$ cat src/rtl/adc_arb_pkg.sv
// Shared types and constants for the ADC conversion arbiter: FSM states,
// SFR write-strobe indices on the DAC mux and DACTL bit positions.
package adc_arb_pkg;

    typedef enum logic [3:0] {
        ST_IDLE,
        ST_WEN0,
        ST_WSR0,
        ST_WEN1,
        ST_WSR1,
        ST_START,
        ST_WBSY,
        ST_WDON,
        ST_RPT,
        ST_ABORT
    } state_t;

    localparam int unsigned N_SFR      = 9;
    localparam int unsigned SFR_CTL    = 0;
    localparam int unsigned SFR_DACEN  = 1;
    localparam int unsigned SFR_SAREN  = 2;
    localparam int unsigned SFR_DACEN1 = 7;
    localparam int unsigned SFR_SAREN1 = 8;

    localparam int unsigned DACTL_START   = 0;
    localparam int unsigned DACTL_DACT_LO = 2;
    localparam int unsigned DACTL_DACYC   = 7;

    // Cycles the mux gets to acknowledge a start before the request is dropped.
    localparam int unsigned WBSY_LIMIT = 4;

endpackage

$ cat src/rtl/adc_arb_rr.sv
// Round-robin requester picker: first active request at or after i_ptr,
// returned both one-hot and as an index.
module adc_arb_rr #(
    parameter int unsigned N_REQ = 4
) (
    input  logic [N_REQ-1:0]         i_req,
    input  logic [$clog2(N_REQ)-1:0] i_ptr,
    output logic [N_REQ-1:0]         o_gnt,
    output logic [$clog2(N_REQ)-1:0] o_idx,
    output logic                     o_vld
);

    localparam int unsigned IW = $clog2(N_REQ);

    int unsigned w_j;

    always_comb begin
        o_gnt = '0;
        o_idx = '0;
        o_vld = 1'b0;
        w_j   = 0;
        for (int unsigned k = 0; k < N_REQ; k++) begin
            w_j = (32'(i_ptr) + k) % N_REQ;
            if (!o_vld && i_req[IW'(w_j)]) begin
                o_vld            = 1'b1;
                o_idx            = IW'(w_j);
                o_gnt[IW'(w_j)]  = 1'b1;
            end
        end
    end

endmodule

$ cat src/rtl/adc_arb.sv
// ADC conversion arbiter: grants one requester at a time and drives the DAC mux
// SFR sequence. Optional WDON busy-timeout is compiled in with ADCARB_TIMEOUT_EN.
module adc_arb
    import adc_arb_pkg::*;
#(
    parameter int unsigned N_REQ   = 4,
    parameter int unsigned N_DACV  = 16,
    parameter int unsigned BIT_PTR = 4,
    parameter int unsigned T_TO    = 1023
) (
    input  logic                       clk,
    input  logic                       srstz,
    input  logic [N_REQ-1:0]           req,
    input  logic [N_REQ*BIT_PTR-1:0]   req_ch,
    input  logic                       fw_own,
    input  logic                       cfg_dacyc,
    input  logic [1:0]                 cfg_dac_t,
    input  logic                       mux_busy,
    input  logic [8*N_DACV-1:0]        dacv_i,
    output logic [N_SFR-1:0]           o_wr,
    output logic [7:0]                 o_wdat,
    output logic [N_REQ-1:0]           done,
    output logic [7:0]                 rslt,
    output logic                       err,
    output logic                       arb_busy
);

    localparam int unsigned GW = $clog2(N_REQ);

    state_t               r_state, w_nxt;
    logic [GW-1:0]        r_ptr, r_gid, w_idx;
    logic [BIT_PTR-1:0]   r_ch, w_ch;
    logic [7:0]           r_rslt, w_rslt;
    logic [1:0]           r_wcnt;
    logic [N_REQ-1:0]     w_gnt;
    logic                 w_vld, w_grant, w_badch;
    logic [7:0]           w_lo, w_hi, w_dacv;

`ifdef ADCARB_TIMEOUT_EN
    logic [9:0]           r_tcnt;
`else
    // T_TO only takes effect when the WDON timeout is compiled in.
    if (T_TO == 0) begin : g_no_timeout
    end
`endif

    adc_arb_rr #(.N_REQ(N_REQ)) u_rr (
        .i_req (req),
        .i_ptr (r_ptr),
        .o_gnt (w_gnt),
        .o_idx (w_idx),
        .o_vld (w_vld)
    );

    always_comb begin
        w_ch = '0;
        for (int unsigned k = 0; k < N_REQ; k++) begin
            if (w_gnt[k]) w_ch = req_ch[k*BIT_PTR +: BIT_PTR];
        end
    end

    assign w_badch  = 32'(r_ch) >= N_DACV;
    assign w_lo     = (32'(r_ch) < 32'd8)  ? (8'h01 << r_ch) : 8'h00;
    assign w_hi     = (32'(r_ch) >= 32'd8) ? (8'h01 << (r_ch - BIT_PTR'(8))) : 8'h00;
    assign w_dacv   = dacv_i[{r_ch, 3'b000} +: 8];
    assign arb_busy = (r_state != ST_IDLE);
    assign rslt     = w_rslt;

    always_ff @(posedge clk) begin
        if (!srstz) begin
            r_state <= ST_IDLE;
            r_ptr   <= '0;
            r_gid   <= '0;
            r_ch    <= '0;
            r_rslt  <= '0;
            r_wcnt  <= '0;
`ifdef ADCARB_TIMEOUT_EN
            r_tcnt  <= '0;
`endif
        end else begin
            r_state <= w_nxt;
            r_rslt  <= w_rslt;
            r_wcnt  <= (r_state == ST_WBSY) ? r_wcnt + 2'd1 : '0;
`ifdef ADCARB_TIMEOUT_EN
            r_tcnt  <= (r_state == ST_WDON) ? r_tcnt + 10'd1 : '0;
`endif
            if (w_grant) begin
                r_gid <= w_idx;
                r_ch  <= w_ch;
                r_ptr <= (w_idx == GW'(N_REQ - 1)) ? '0 : w_idx + GW'(1);
            end
        end
    end

    always_comb begin
        w_nxt   = r_state;
        w_grant = 1'b0;
        w_rslt  = r_rslt;
        o_wr    = '0;
        o_wdat  = '0;
        done    = '0;
        err     = 1'b0;
        unique case (r_state)
            ST_IDLE: begin
                if (!fw_own && !mux_busy && w_vld) begin
                    w_grant = 1'b1;
                    w_nxt   = (32'(w_ch) >= N_DACV) ? ST_ABORT : ST_WEN0;
                end
            end
            ST_WEN0: begin
                o_wr[SFR_DACEN] = 1'b1;
                o_wdat          = w_lo;
                w_nxt           = ST_WSR0;
            end
            ST_WSR0: begin
                o_wr[SFR_SAREN] = 1'b1;
                o_wdat          = w_lo;
                w_nxt           = ST_WEN1;
            end
            ST_WEN1: begin
                o_wr[SFR_DACEN1] = 1'b1;
                o_wdat           = w_hi;
                w_nxt            = ST_WSR1;
            end
            ST_WSR1: begin
                o_wr[SFR_SAREN1] = 1'b1;
                o_wdat           = w_hi;
                w_nxt            = ST_START;
            end
            ST_START: begin
                o_wr[SFR_CTL]                  = 1'b1;
                o_wdat[DACTL_DACYC]            = cfg_dacyc;
                o_wdat[DACTL_DACT_LO +: 2]     = cfg_dac_t;
                o_wdat[DACTL_START]            = 1'b1;
                w_nxt                          = ST_WBSY;
            end
            ST_WBSY: begin
                if (mux_busy)
                    w_nxt = ST_WDON;
                else if (r_wcnt == 2'(WBSY_LIMIT - 1))
                    w_nxt = ST_ABORT;
            end
            ST_WDON: begin
                if (!mux_busy)
                    w_nxt = ST_RPT;
`ifdef ADCARB_TIMEOUT_EN
                else if (r_tcnt == 10'(T_TO - 1))
                    w_nxt = ST_ABORT;
`endif
            end
            ST_RPT: begin
                done[r_gid] = 1'b1;
                w_rslt      = w_dacv;
                w_nxt       = ST_IDLE;
            end
            ST_ABORT: begin
                // An out-of-range channel never started the mux, so no stop write.
                o_wr[SFR_CTL] = !w_badch;
                done[r_gid]   = 1'b1;
                w_rslt        = 8'h00;
                err           = 1'b1;
                w_nxt         = ST_IDLE;
            end
            default: w_nxt = ST_IDLE;
        endcase
    end

endmodule
$ cat config.mk
export PLATFORM = sky130hd
export DESIGN_NAME = adc_arb
export DESIGN_NICKNAME = d
export VERILOG_FILES = /design/src/rtl/adc_arb_pkg.sv /design/src/rtl/adc_arb_rr.sv /design/src/rtl/adc_arb.sv
export SDC_FILE = /design/constraint.sdc
export NUM_CORES = 1
export LEC_CHECK = 0
export CORE_UTILIZATION = 37
export CTS_CLUSTER_DIAMETER = 100
export DETAILED_ROUTE_END_ITERATION = 8
export PLACE_DENSITY = 0.89
export REMOVE_ABC_BUFFERS = 1
export SYNTH_ARGS = -nofsm -noshare
export SYNTH_HDL_FRONTEND = slang
export SYNTH_SLANG_ARGS = --single-unit
export TNS_END_PERCENT = 30
$ cat constraint.sdc
create_clock -name clk -period 3.8 [get_ports clk]
set_input_delay 0.76 -clock clk [delete_from_list [all_inputs] [get_ports clk]]
set_output_delay 0.76 -clock clk [all_outputs]
set_load 0.01 [all_outputs]
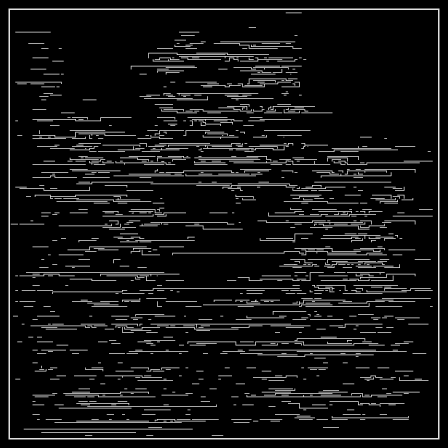
Fig. 1. Met1 routing.
The longest straight run is 35.4 um. 540 nets have wire on it. The layer holds 38% of the routed length.
final wirelength: 10.4 mm
Vias: 3,200
met1 GRT Util: 30.7%

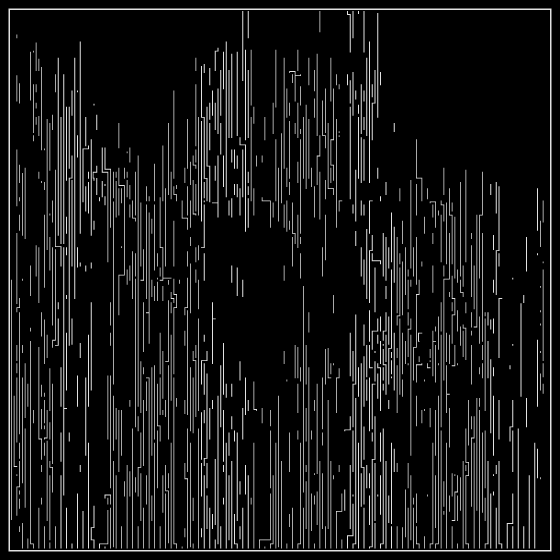
Fig. 2. Met2 routing.
560 nets have wire on it. The wires run mostly vertical. The longest straight run is 41.8 um.

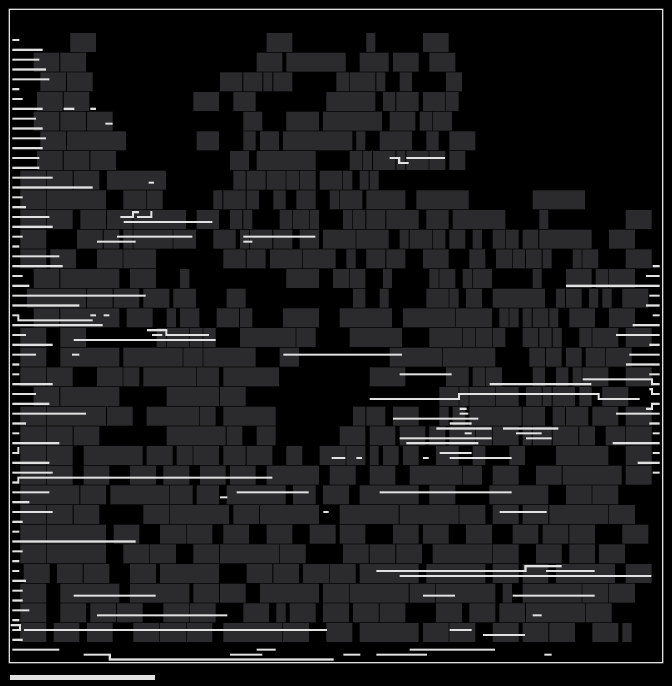
Fig. 3. Signal wires on met3.
The bar under the picture is 20 um long. Cells faint in the background.
The layer carries 847 um of wire. The longest straight run is 41.6 um. The layer holds 8.2% of the routed length. The wires run mostly horizontal.
met3 Use GR: 6.09%

==> deck_impl_summary.md <==
Physical Implementation Snapshot

Run status
  • Status: finished, final reports clean

Synthesis
  • Unique cell types: roughly 58
  • Mapped Cells: between 200 and 300
  • Dominant combinational family: multiplexers
  • Post-synth top area cell: mux4_2
  • Synth Area in XOR/XNOR: less than 1%
  • Top-count cell post-synth: mux4_2
  • Post-Synth AOI/OAI Area: between 20% and 30%
  • Yosys simple share: between 10% and 20%
  • Area leader share: around 34%
  • Main flop type: dfxtp_1

Clock network
  • CTS resizes: 0
  • Late-Pin Clk Latency: 0.26 ns
  • Reg clk slew, reported paths: about 0.080 ns
  • Cts hold-fix bufs: 0
  • # clock sinks: 22
  • Total CTS buffers: 3

Global route
  • Largest net degree at the start of global routing: 36
  • Antenna violations before repair: 0
  • Met2 usage: a little under half

Final timing
  • Min cycle time layout: 3.71 ns
  • Max-slew violations: 0
  • Worst slew margin: 24.9%
  • Cycle use final: a little over nine tenths
  • Worst setup margin: 0.0906 ns

Worst setup path
  • Buf+Inv Stages, Crit Path: 2
  • Startpoint types: input port
  • Family with the most delay on the worst path: multiplexers
  • Cells on worst reg2reg path: 8

Cells and area
  • Area growth from synthesis to layout: 66.1%
  • Non-clk buf share: 39.2%
  • Flop count: 22
  • Seq. cell area: 443 um2
  • Most frequent cells in the layout: clkdlybuf4s50_1, mux4_2, nand2_1, dfxtp_1, nor3_1
  • Bufs w/o clock: roughly 190

Place
  • Port Buffers: roughly 180
  • HPWL Detailed: ~8.6 mm
  • Dpl ws: slightly above 0.1 ns
  • Placed cell areas: roughly 0.0047 mm2

Die
  • Core Box Area: around 0.0074 mm2
  • DIE AREA: about 0.0081 mm2
  • Die width: about 90 um
  • Core Rows: 31

Power and ir drop
  • Clk pwr: 149 uW
  • Leak pwr: between 0.0015 and 0.002 uW

Detailed routing
  • # DRC: 0

Min path
  • Hold Path Depth: 1

Run
  • Max-cap viol count: 0
## metal layers
metal / vias to the layer above / part of all wire [%]
met5: - / 0
met4: 0 / 2.5
met3: 24 / 8.2
met2: 189 / 52
met1: 1509 / 38
li1: 1478 / -
## path summary, 6_finish.rpt
| path | slack (ns) | endpoint |
|---|---|---|
| hold / removal | 0.45 | r_wcnt[0]$_SDFF_PN0_ |
| hold reg to reg | 0.45 | r_wcnt[0]$_SDFF_PN0_ |
| setup / recovery | 0.09 | rslt[1] |
| setup reg to reg | 0.59 | r_ch[3]$_SDFFE_PN0P_ |
## flip-flops by register name, indices dropped and copies added, names as in the netlist, named ones only
signal	count
r_ch	4
r_gid	2
r_ptr	1
r_rslt	8
r_state	4
r_wcnt	2
Power figures rest on the tool's default switching activity, not on a simulated workload.
